**src/rtl/puncturer_if.sv**
```systemverilog
// AXI-Stream style bundle shared by the puncturer's input and output ports.
// The master drives data/valid/last/user; the slave drives ready.
interface puncturer_if #(
  parameter int DW = 48,
  parameter int UW = 4
);
  logic [DW-1:0] tdata;
  logic          tvalid;
  logic          tready;
  logic          tlast;
  logic [UW-1:0] tuser;

  modport master (output tdata, output tvalid, output tlast, output tuser, input tready);
  modport slave  (input tdata, input tvalid, input tlast, input tuser, output tready);
endinterface

```
**src/rtl/puncturer.sv**
```systemverilog
// Punctures rate-1/2 coded beats down to 1/2, 2/3 or 3/4 and repacks survivors into 2*WIDTH-bit words.
// Define PUNCTURER_R34_EN to enable the 3/4 rate; otherwise rate code 10 keeps all bits.
//
// state    | meaning
// ST_IDLE  | no frame open; next accepted beat latches rate/tuser
// ST_FRAME | frame open, rate latched, waiting for the tlast beat
// ST_FLUSH | tlast accepted; input blocked until the final word pops
module puncturer #(
  parameter int WIDTH = 24
) (
  input  logic         aclk,
  input  logic         aresetn,
  puncturer_if.slave   s_axis,
  puncturer_if.master  m_axis
);

  localparam int unsigned W2 = 2 * WIDTH;
  localparam int unsigned BW = 4 * WIDTH;
  localparam int unsigned CW = $clog2(BW + 1);
  localparam logic [CW-1:0] C_WORD = CW'(W2);

  typedef enum logic [1:0] {ST_IDLE, ST_FRAME, ST_FLUSH} state_e;
  typedef enum logic [1:0] {RATE_12, RATE_23, RATE_34} rate_e;

  state_e          state_q, state_d;
  rate_e           rate_q, rate_d;
  logic [3:0]      tuser_q, tuser_d;
  logic [BW-1:0]   buf_q, buf_d;
  logic [CW-1:0]   cnt_q, cnt_d;

  rate_e           rate_in;
  rate_e           rate_eff;
  logic [W2-1:0]   kept;
  logic [CW-1:0]   kept_n;
  logic            flush;
  logic            out_valid;
  logic            final_word;
  logic            pop;
  logic            push;
  logic [CW-1:0]   cnt_base;
  logic [BW-1:0]   buf_base;

  function automatic rate_e decode_rate(input logic [1:0] code);
    rate_e r;
    case (code)
      2'b01:   r = RATE_23;
`ifdef PUNCTURER_R34_EN
      2'b10:   r = RATE_34;
`endif
      default: r = RATE_12;
    endcase
    return r;
  endfunction

  assign rate_in  = decode_rate(s_axis.tuser[1:0]);
  assign rate_eff = (state_q == ST_IDLE) ? rate_in : rate_q;

  // WIDTH is a multiple of 6, so every beat starts at phase 0 of both patterns.
  always_comb begin
    kept   = '0;
    kept_n = C_WORD;
    case (rate_eff)
      RATE_23: begin
        for (int j = 0; j < WIDTH / 2; j++) begin
          kept[3*j +: 3] = s_axis.tdata[4*j +: 3];
        end
        kept_n = CW'(3 * WIDTH / 2);
      end
`ifdef PUNCTURER_R34_EN
      RATE_34: begin
        for (int j = 0; j < WIDTH / 3; j++) begin
          kept[4*j +: 3] = s_axis.tdata[6*j +: 3];
          kept[4*j + 3]  = s_axis.tdata[6*j + 5];
        end
        kept_n = CW'(4 * WIDTH / 3);
      end
`endif
      default: begin
        kept   = s_axis.tdata;
        kept_n = C_WORD;
      end
    endcase
  end

  assign flush      = (state_q == ST_FLUSH);
  assign out_valid  = (cnt_q >= C_WORD) || (flush && (cnt_q != '0));
  assign final_word = flush && (cnt_q <= C_WORD);
  assign pop        = out_valid && m_axis.tready;

  always_comb begin
    cnt_base = cnt_q;
    buf_base = buf_q;
    if (pop) begin
      if (final_word) begin
        cnt_base = '0;
        buf_base = '0;
      end else begin
        cnt_base = cnt_q - C_WORD;
        buf_base = buf_q >> W2;
      end
    end
  end

  // Room for a full beat is guaranteed because cnt_base < W2 before the append.
  assign s_axis.tready = aresetn && !flush && (cnt_base < C_WORD);
  assign push          = s_axis.tvalid && s_axis.tready;

  always_comb begin
    buf_d = buf_base;
    cnt_d = cnt_base;
    if (push) begin
      buf_d = buf_base | ({{W2{1'b0}}, kept} << cnt_base);
      cnt_d = cnt_base + kept_n;
    end
  end

  always_comb begin
    state_d = state_q;
    rate_d  = rate_q;
    tuser_d = tuser_q;
    case (state_q)
      ST_IDLE: begin
        if (push) begin
          rate_d  = rate_in;
          tuser_d = s_axis.tuser;
          state_d = s_axis.tlast ? ST_FLUSH : ST_FRAME;
        end
      end
      ST_FRAME: begin
        if (push && s_axis.tlast) begin
          state_d = ST_FLUSH;
        end
      end
      ST_FLUSH: begin
        if (pop && final_word) begin
          state_d = ST_IDLE;
        end
      end
      default: state_d = ST_IDLE;
    endcase
  end

  always_ff @(posedge aclk or negedge aresetn) begin
    if (!aresetn) begin
      state_q <= ST_IDLE;
      rate_q  <= RATE_12;
      tuser_q <= '0;
      buf_q   <= '0;
      cnt_q   <= '0;
    end else begin
      state_q <= state_d;
      rate_q  <= rate_d;
      tuser_q <= tuser_d;
      buf_q   <= buf_d;
      cnt_q   <= cnt_d;
    end
  end

  assign m_axis.tdata  = buf_q[W2-1:0];
  assign m_axis.tvalid = out_valid;
  assign m_axis.tlast  = out_valid && final_word;
  assign m_axis.tuser  = tuser_q;

endmodule

```
**src/flat_wrapper.sv**
```systemverilog
// flat-port wrapper written by rule: the top's interface ports become plain ports
module puncturer_flat 
#(
  parameter int WIDTH = 24
)
  (aclk, aresetn, s_axis_tdata, s_axis_tvalid, s_axis_tlast, s_axis_tuser, s_axis_tready, m_axis_tdata, m_axis_tvalid, m_axis_tlast, m_axis_tuser, m_axis_tready);
  puncturer_if #(.DW((2 * WIDTH)), .UW(4)) s_axis_i ();
  puncturer_if #(.DW((2 * WIDTH)), .UW(4)) m_axis_i ();
  input  logic aclk;
  input  logic aresetn;
  input wire logic [$bits(s_axis_i.tdata)-1:0] s_axis_tdata;
  input wire logic [$bits(s_axis_i.tvalid)-1:0] s_axis_tvalid;
  input wire logic [$bits(s_axis_i.tlast)-1:0] s_axis_tlast;
  input wire logic [$bits(s_axis_i.tuser)-1:0] s_axis_tuser;
  output wire logic [$bits(s_axis_i.tready)-1:0] s_axis_tready;
  output wire logic [$bits(m_axis_i.tdata)-1:0] m_axis_tdata;
  output wire logic [$bits(m_axis_i.tvalid)-1:0] m_axis_tvalid;
  output wire logic [$bits(m_axis_i.tlast)-1:0] m_axis_tlast;
  output wire logic [$bits(m_axis_i.tuser)-1:0] m_axis_tuser;
  input wire logic [$bits(m_axis_i.tready)-1:0] m_axis_tready;
  assign s_axis_i.tdata = s_axis_tdata;
  assign s_axis_i.tvalid = s_axis_tvalid;
  assign s_axis_i.tlast = s_axis_tlast;
  assign s_axis_i.tuser = s_axis_tuser;
  assign s_axis_tready = s_axis_i.tready;
  assign m_axis_tdata = m_axis_i.tdata;
  assign m_axis_tvalid = m_axis_i.tvalid;
  assign m_axis_tlast = m_axis_i.tlast;
  assign m_axis_tuser = m_axis_i.tuser;
  assign m_axis_i.tready = m_axis_tready;
  puncturer #(.WIDTH(WIDTH)) u_core (.aclk(aclk), .aresetn(aresetn), .s_axis(s_axis_i), .m_axis(m_axis_i));
endmodule
```
**config.mk**
```make
export PLATFORM = sky130hd
export DESIGN_NAME = puncturer_flat
export DESIGN_NICKNAME = d
export VERILOG_FILES = /design/src/rtl/puncturer_if.sv /design/src/rtl/puncturer.sv /design/src/flat_wrapper.sv
export SDC_FILE = /design/constraint.sdc
export NUM_CORES = 1
export LEC_CHECK = 0
export ABC_AREA = 1
export CAP_MARGIN = 30
export CELL_PAD_IN_SITES_DETAIL_PLACEMENT = 1
export CELL_PAD_IN_SITES_GLOBAL_PLACEMENT = 2
export CORE_UTILIZATION = 36
export CTS_BUF_LIST = sky130_fd_sc_hd__clkbuf_2 sky130_fd_sc_hd__clkbuf_4 sky130_fd_sc_hd__clkbuf_8
export DETAILED_ROUTE_END_ITERATION = 10
export DONT_BUFFER_PORTS = 1
export PLACE_DENSITY = 0.92
export SLEW_MARGIN = 30
export SYNTH_ARGS = -nofsm -noshare
export SYNTH_HDL_FRONTEND = slang
export SYNTH_SLANG_ARGS = --single-unit
```
**constraint.sdc**
```tcl
create_clock -name aclk -period 3.66 [get_ports aclk]
set_input_delay 0.732 -clock aclk [delete_from_list [all_inputs] [get_ports aclk]]
set_output_delay 0.732 -clock aclk [all_outputs]
set_load 0.05 [all_outputs]
```
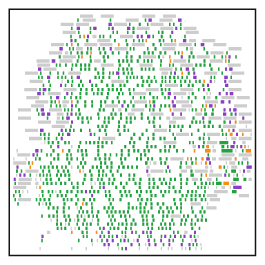
(run_1/gate_families.png)
Scale: 1.5 px per µm.
| colour | family | cells |
|---|---|---|
| orange | NOR gates | 46 |
| purple | inverting AOI/OAI gates | 131 |
| green | NAND gates | 948 |
number of standard cells in the layout, taps in and fillers out: 1689
Top cell excl fill/tap: sky130_fd_sc_hd__nand3_1
Comb/total area: 58.0%

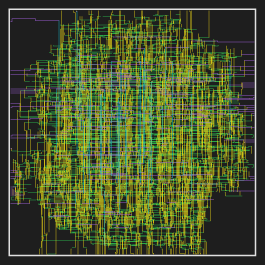
(run_1/metal_stack.png)
Scale: 1.5 px per µm.
| colour | layer | wire length |
|---|---|---|
| green | met1 | 16200 µm |
| yellow | met2 | 18600 µm |
| purple | met3 | 2820 µm |
| cyan | met4 | 1820 µm |
routed via count: 10300
Post-Route WL: 39500 µm
detailed-route wire length per cell: 23.4 µm
overall routing resource usage: 30.4%

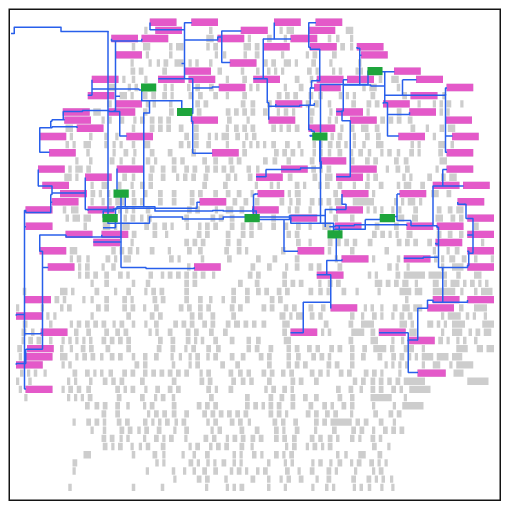
(run_1/clock_map.png)
Scale: 3 px per µm.
[magenta] flip-flops | count: 110
[blue] clock wires | length: 1650 µm
[green] cells driving clock nets | count: 9
routed clock nets: 10
clock network power share: 7.5%
clock latency reported for the late side of the worst-skew pair: 0.41 ns

==> reports/qor.rpt, run 1 <==
=================================================================================
CTS tree                                                                      yes
Summed standard-cell area reported by yosys                           0.00935 mm²
Proportion of cell area occupied by registers                               29.4%
Cell area after layout                                                0.00937 mm²
Clk Tree Root Cell                                                   sky130_fd_sc_hd__clkbuf_8
Fraction of layout instances using a drive strength above 1                 5.15%
Result of the run                                                    finished clean
Cell types occupying the most area after synthesis                   sky130_fd_sc_hd__nand3_1, sky130_fd_sc_hd__dfrtp_1, sky130_fd_sc_hd__nand2_1
GRT Residual Overflow                                                           0
Die Span X                                                                 163 µm
Die height                                                                 163 µm
Sw Share                                                                    63.5%
Global placement routability congestion                                     0.997
Category of the worst setup path launch point                           flip-flop
Family with the most delay on the worst path                         simple AND/OR/NAND/NOR gates
Syn avg cell area                                                        6.35 µm²
Kind of end point of the critical path                               primary output
Area of the core                                                       0.0253 mm²
Biggest register                                                     u_core.buf_q
Crit path to                                                         s_axis_tready
Multi-input combinational cell count                                         1132
Standard-cell rows                                                             58
Power share of the combinational group                                      65.0%
Final setup violating endpoints                                                 0
Largest cell class                                                   combinational gates
Final setup margin                                                       0.198 ns
Number of vias per cell after detailed routing                               6.07
Capture point of the worst reg-to-reg path                           u_core.buf_q[50]$_DFF_PN0_
Share of the clock period used by the worst path                            94.6%
Non-clock buffer share of cell area                                         3.25%
GR Util met3                                                                5.54%
Count of placed standard cells including taps                                1670
Resized Gates After CTS                                                         0
Number of pins exceeding their max-slew limit in the final report               0
Leakage power figure                                                      4.50 nW
FP Core Util                                                                36.9%
Placement Setup Slack                                                    0.476 ns
Switching power summed over all nets                                      6.19 mW
Top fanout value on the critical path                                          12
Top pwr grp                                                          combinational logic
Post-synthesis cell area                                              0.00935 mm²
Net count entering floorplan                                                 1536
Power Internal                                                            3.56 mW
Combinational gate area                                               0.00543 mm²
Library cell with the highest instance count after synthesis         sky130_fd_sc_hd__nand3_1
Classification of the worst setup path                               flip-flop to primary output
Crit path largest cell delay                                              0.42 ns
Yosys warning tally                                                             0
Setup slack, reg-to-reg                                                   0.36 ns
Final worst clock skew                                                  0.0211 ns
Count of instantiated cells in the yosys netlist                             1473
Non-clk invs                                                                   75
Clock buffer count in the final layout                                         10
And-or/or-and share of the synthesized area                                 8.25%
Post-DRT Antenna Nets                                                           0
DRC                                                                             0
Final critical-path required period                                       3.46 ns
Area share of the leading cell type in the synthesized netlist              31.2%
Placed inst area                                                      0.00914 mm²
Number of buffers between clock root and the deepest sink                       2
DRC violation total after the first TritonRoute iteration                    1135
Worst relative slew slack                                                   49.2%
Number of optimization iterations in the first detailed-route pass              5
Power consumption                                                         9.74 mW
Async set or reset register ratio after synthesis                            100%
# IOs                                                                         112
Worst r2r src                                                        u_core.state_q[0]$_DFFE_PN0P_
Number of clock sinks                                                         110
Slowest cell on crit path                                            sky130_fd_sc_hd__dfrtp_1
Cell Pwr Density                                                      1040 mW/mm²
Dominant register cell                                               sky130_fd_sc_hd__dfrtp_1
Max reg flops                                                                  96
Main logic family after synthesis                                    simple AND/OR/NAND/NOR gates
Highest metal used                                                           met4
First-pass GRT wire length                                               61400 µm
Most Crowded Layer GR                                                        met2
Number of buffer and inverter instances along the worst setup path              4
Setup repair after global routing missed its margin                            no
Chip area                                                              0.0266 mm²
Met1 routed wirelength after detailed routing                            16200 µm
Final hold slack                                                        0.0234 ns
Transition time at the pin with the least slew margin                    0.761 ns
Power in combinational cells                                              6.33 mW
Maximum achievable frequency                                              289 MHz
Antenna violations before repair                                                0
Routed length on met2                                                    18600 µm
=================================================================================
==> run 1: cells in the final DEF, fill, tap and decap left out, types with 4 or more instances in the layout <==
cell type and count:
sky130_fd_sc_hd__nand4_1 5, sky130_fd_sc_hd__inv_2 10, sky130_fd_sc_hd__buf_12 8, sky130_fd_sc_hd__clkbuf_8 9, sky130_fd_sc_hd__nor3_1 4, sky130_fd_sc_hd__ha_1 6, sky130_fd_sc_hd__buf_4 15, sky130_fd_sc_hd__nand3_1 582
sky130_fd_sc_hd__a22oi_1 35, sky130_fd_sc_hd__o21ai_0 62, sky130_fd_sc_hd__a21oi_1 11, sky130_fd_sc_hd__nor2_1 36, sky130_fd_sc_hd__inv_1 63, sky130_fd_sc_hd__nand2_1 351, sky130_fd_sc_hd__o21ai_1 17, sky130_fd_sc_hd__dfrtp_1 109
## Run 2: what changed since run 1
--- a/config.mk
+++ b/config.mk
@@ -11,6 +11,7 @@
 export CELL_PAD_IN_SITES_GLOBAL_PLACEMENT = 2
 export CORE_UTILIZATION = 36
 export CTS_BUF_LIST = sky130_fd_sc_hd__clkbuf_2 sky130_fd_sc_hd__clkbuf_4 sky130_fd_sc_hd__clkbuf_8
+export CTS_CLUSTER_SIZE = 16
 export DETAILED_ROUTE_END_ITERATION = 10
 export DONT_BUFFER_PORTS = 1
 export PLACE_DENSITY = 0.92
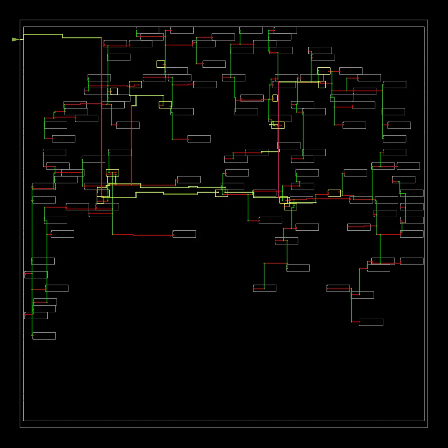
(run_2/final_clocks.png)
clock buffer count in the final layout: 10
Clk power: 0.733 mW
final worst clock skew: 0.0211 ns
number of clock sinks: 110

==> run 2 against run 1 <==
  * Non-clock buffer count is the same
  * Die area is the same
  * Setup slack is the same
  * Combinational power is essentially flat
  * Clock power is essentially flat
  * Via count is the same
  * Routed wire length is the same
  * Critical path type unchanged
  * Critical endpoint unchanged
  * Highest routed layer unchanged
==> reports/qor.rpt, run 2 <==
=================================================================================
Result of the run                                                    finished clean
Number of vias per cell after detailed routing                               6.07   unchanged
Crit path largest cell delay                                              0.42 ns   about the same
Clk Tree Root Cell                                                   sky130_fd_sc_hd__clkbuf_8
Setup repair after global routing missed its margin                            no
Placement Setup Slack                                                    0.476 ns   unchanged
Post-synthesis cell area                                              0.00935 mm²   unchanged
Number of buffers between clock root and the deepest sink                       2   unchanged
# IOs                                                                         112   unchanged
Kind of end point of the critical path                               primary output
Summed standard-cell area reported by yosys                           0.00935 mm²   unchanged
Syn avg cell area                                                        6.35 µm²   unchanged
Post-Route WL                                                            39500 µm   unchanged
Post-DRT Antenna Nets                                                           0   unchanged
Tap Cells                                                                     330
Global placement routability congestion                                     0.997   unchanged
Arrival time of data at the critical path endpoint                        2.73 ns
Dominant register cell                                               sky130_fd_sc_hd__dfrtp_1
Combinational gate area                                               0.00543 mm²   unchanged
Slowest cell on crit path                                            sky130_fd_sc_hd__dfrtp_1
Final setup margin                                                       0.198 ns   unchanged
Origin of the worst setup path                                       u_core.state_q[0]$_DFFE_PN0P_
Family with the most delay on the worst path                         simple AND/OR/NAND/NOR gates
Share of the clock period used by the worst path                            94.6%   unchanged
Proportion of cell area occupied by registers                               29.4%   unchanged
CTS tree                                                                      yes
Count of instantiated cells in the yosys netlist                             1473   unchanged
DRC violation total after the first TritonRoute iteration                    1135   unchanged
Routed via count                                                            10300   unchanged
Number of pins exceeding their max-slew limit in the final report               0   unchanged
Sequential Area                                                       0.00275 mm²
Most frequent logic cells in the routed design                       sky130_fd_sc_hd__nand3_1, sky130_fd_sc_hd__nand2_1, sky130_fd_sc_hd__dfrtp_1
Largest cell class                                                   combinational gates
Cell Pwr Density                                                      1040 mW/mm²   unchanged
Final hold slack                                                        0.0234 ns   unchanged
Yosys warning tally                                                             0   unchanged
Detailed-route wire length per cell                                       23.4 µm   unchanged
First-pass GRT wire length                                               61400 µm   unchanged
Net count entering floorplan                                                 1536   unchanged
Top fanout value on the critical path                                          12   unchanged
And-or/or-and share of the synthesized area                                 8.25%   unchanged
Die Span X                                                                 163 µm   unchanged
Number of buffer and inverter instances along the worst setup path              4   unchanged
Biggest register                                                     u_core.buf_q
Ranking of synthesized cells by instance count                       sky130_fd_sc_hd__nand3_1, sky130_fd_sc_hd__nand2_1, sky130_fd_sc_hd__dfrtp_1, sky130_fd_sc_hd__inv_1, sky130_fd_sc_hd__o21ai_0
Resized Gates After CTS                                                         0   unchanged
GRT Residual Overflow                                                           0   unchanged
Count of placed standard cells including taps                                1670   unchanged
Main logic family after synthesis                                    simple AND/OR/NAND/NOR gates
Category of the worst setup path launch point                           flip-flop
Capture point of the worst reg-to-reg path                           u_core.buf_q[50]$_DFF_PN0_
Power consumption                                                         9.74 mW   unchanged
Cell types occupying the most area after synthesis                   sky130_fd_sc_hd__nand3_1, sky130_fd_sc_hd__dfrtp_1, sky130_fd_sc_hd__nand2_1
Library cell with the highest instance count after synthesis         sky130_fd_sc_hd__nand3_1
Overall routing resource usage                                              30.4%   unchanged
Clock latency reported for the late side of the worst-skew pair           0.41 ns   about the same
Worst relative slew slack                                                   49.2%   unchanged
Cell area after layout                                                0.00937 mm²   unchanged
Number of standard cells in the layout, taps in and fillers out              1689   unchanged
Leakage power figure                                                      4.50 nW   unchanged
Worst r2r src                                                        u_core.state_q[0]$_DFFE_PN0P_
Standard-cell rows                                                             58   unchanged
Chip area                                                              0.0266 mm²   unchanged
Setup slack, reg-to-reg                                                   0.36 ns   about the same
FP Core Util                                                                36.9%   unchanged
Final setup violating endpoints                                                 0   unchanged
Number of optimization iterations in the first detailed-route pass              5   unchanged
Final critical-path required period                                       3.46 ns   unchanged
Maximum achievable frequency                                              289 MHz   unchanged
Transition time at the pin with the least slew margin                    0.761 ns   unchanged
Crit path to                                                         s_axis_tready
Antenna Cells                                                                   0
Antenna violations before repair                                                0   unchanged
Area share of the leading cell type in the synthesized netlist              31.2%   unchanged
Non-clk invs                                                                   75   unchanged
Max reg flops                                                                  96   unchanged
Top cell excl fill/tap                                               sky130_fd_sc_hd__nand3_1
Comb/total area                                                             58.0%   unchanged
Classification of the worst setup path                               flip-flop to primary output
Non-clock buffer share of cell area                                         3.25%   unchanged
Die height                                                                 163 µm   unchanged
Placed inst area                                                      0.00914 mm²   unchanged
=================================================================================
-- run 2: cell families after synthesis --
kind of cell / count (synthesis)
buf+inv: 231
xor+xnor: 1
flops: 110
compound gates: 131
fa+ha+maj: 6
simple gates: 994
-- run 2: per-layer routing --
metal	global-route usage [%]	wire length [µm]	part of all wire, %	vias up
met4	13.4	1820	4.6	0
li1	-	-	-	4762
met3	5.54	2820	7.2	85
met2	50.6	18600	47	382
met1	38.3	16200	41	5027
met5	0	0	0	-
-- run 2: power breakdown --
| part | total, mW | internal (mW) | switching [mW] |
|---|---|---|---|
| clock network | 0.733 | 0.260 | 0.473 |
| logic | 6.33 | 1.66 | 4.68 |
| registers | 2.68 | 1.64 | 1.04 |
| total | 9.74 | 3.56 | 6.19 |
Power figures rest on the tool's default switching activity, not on a simulated workload.
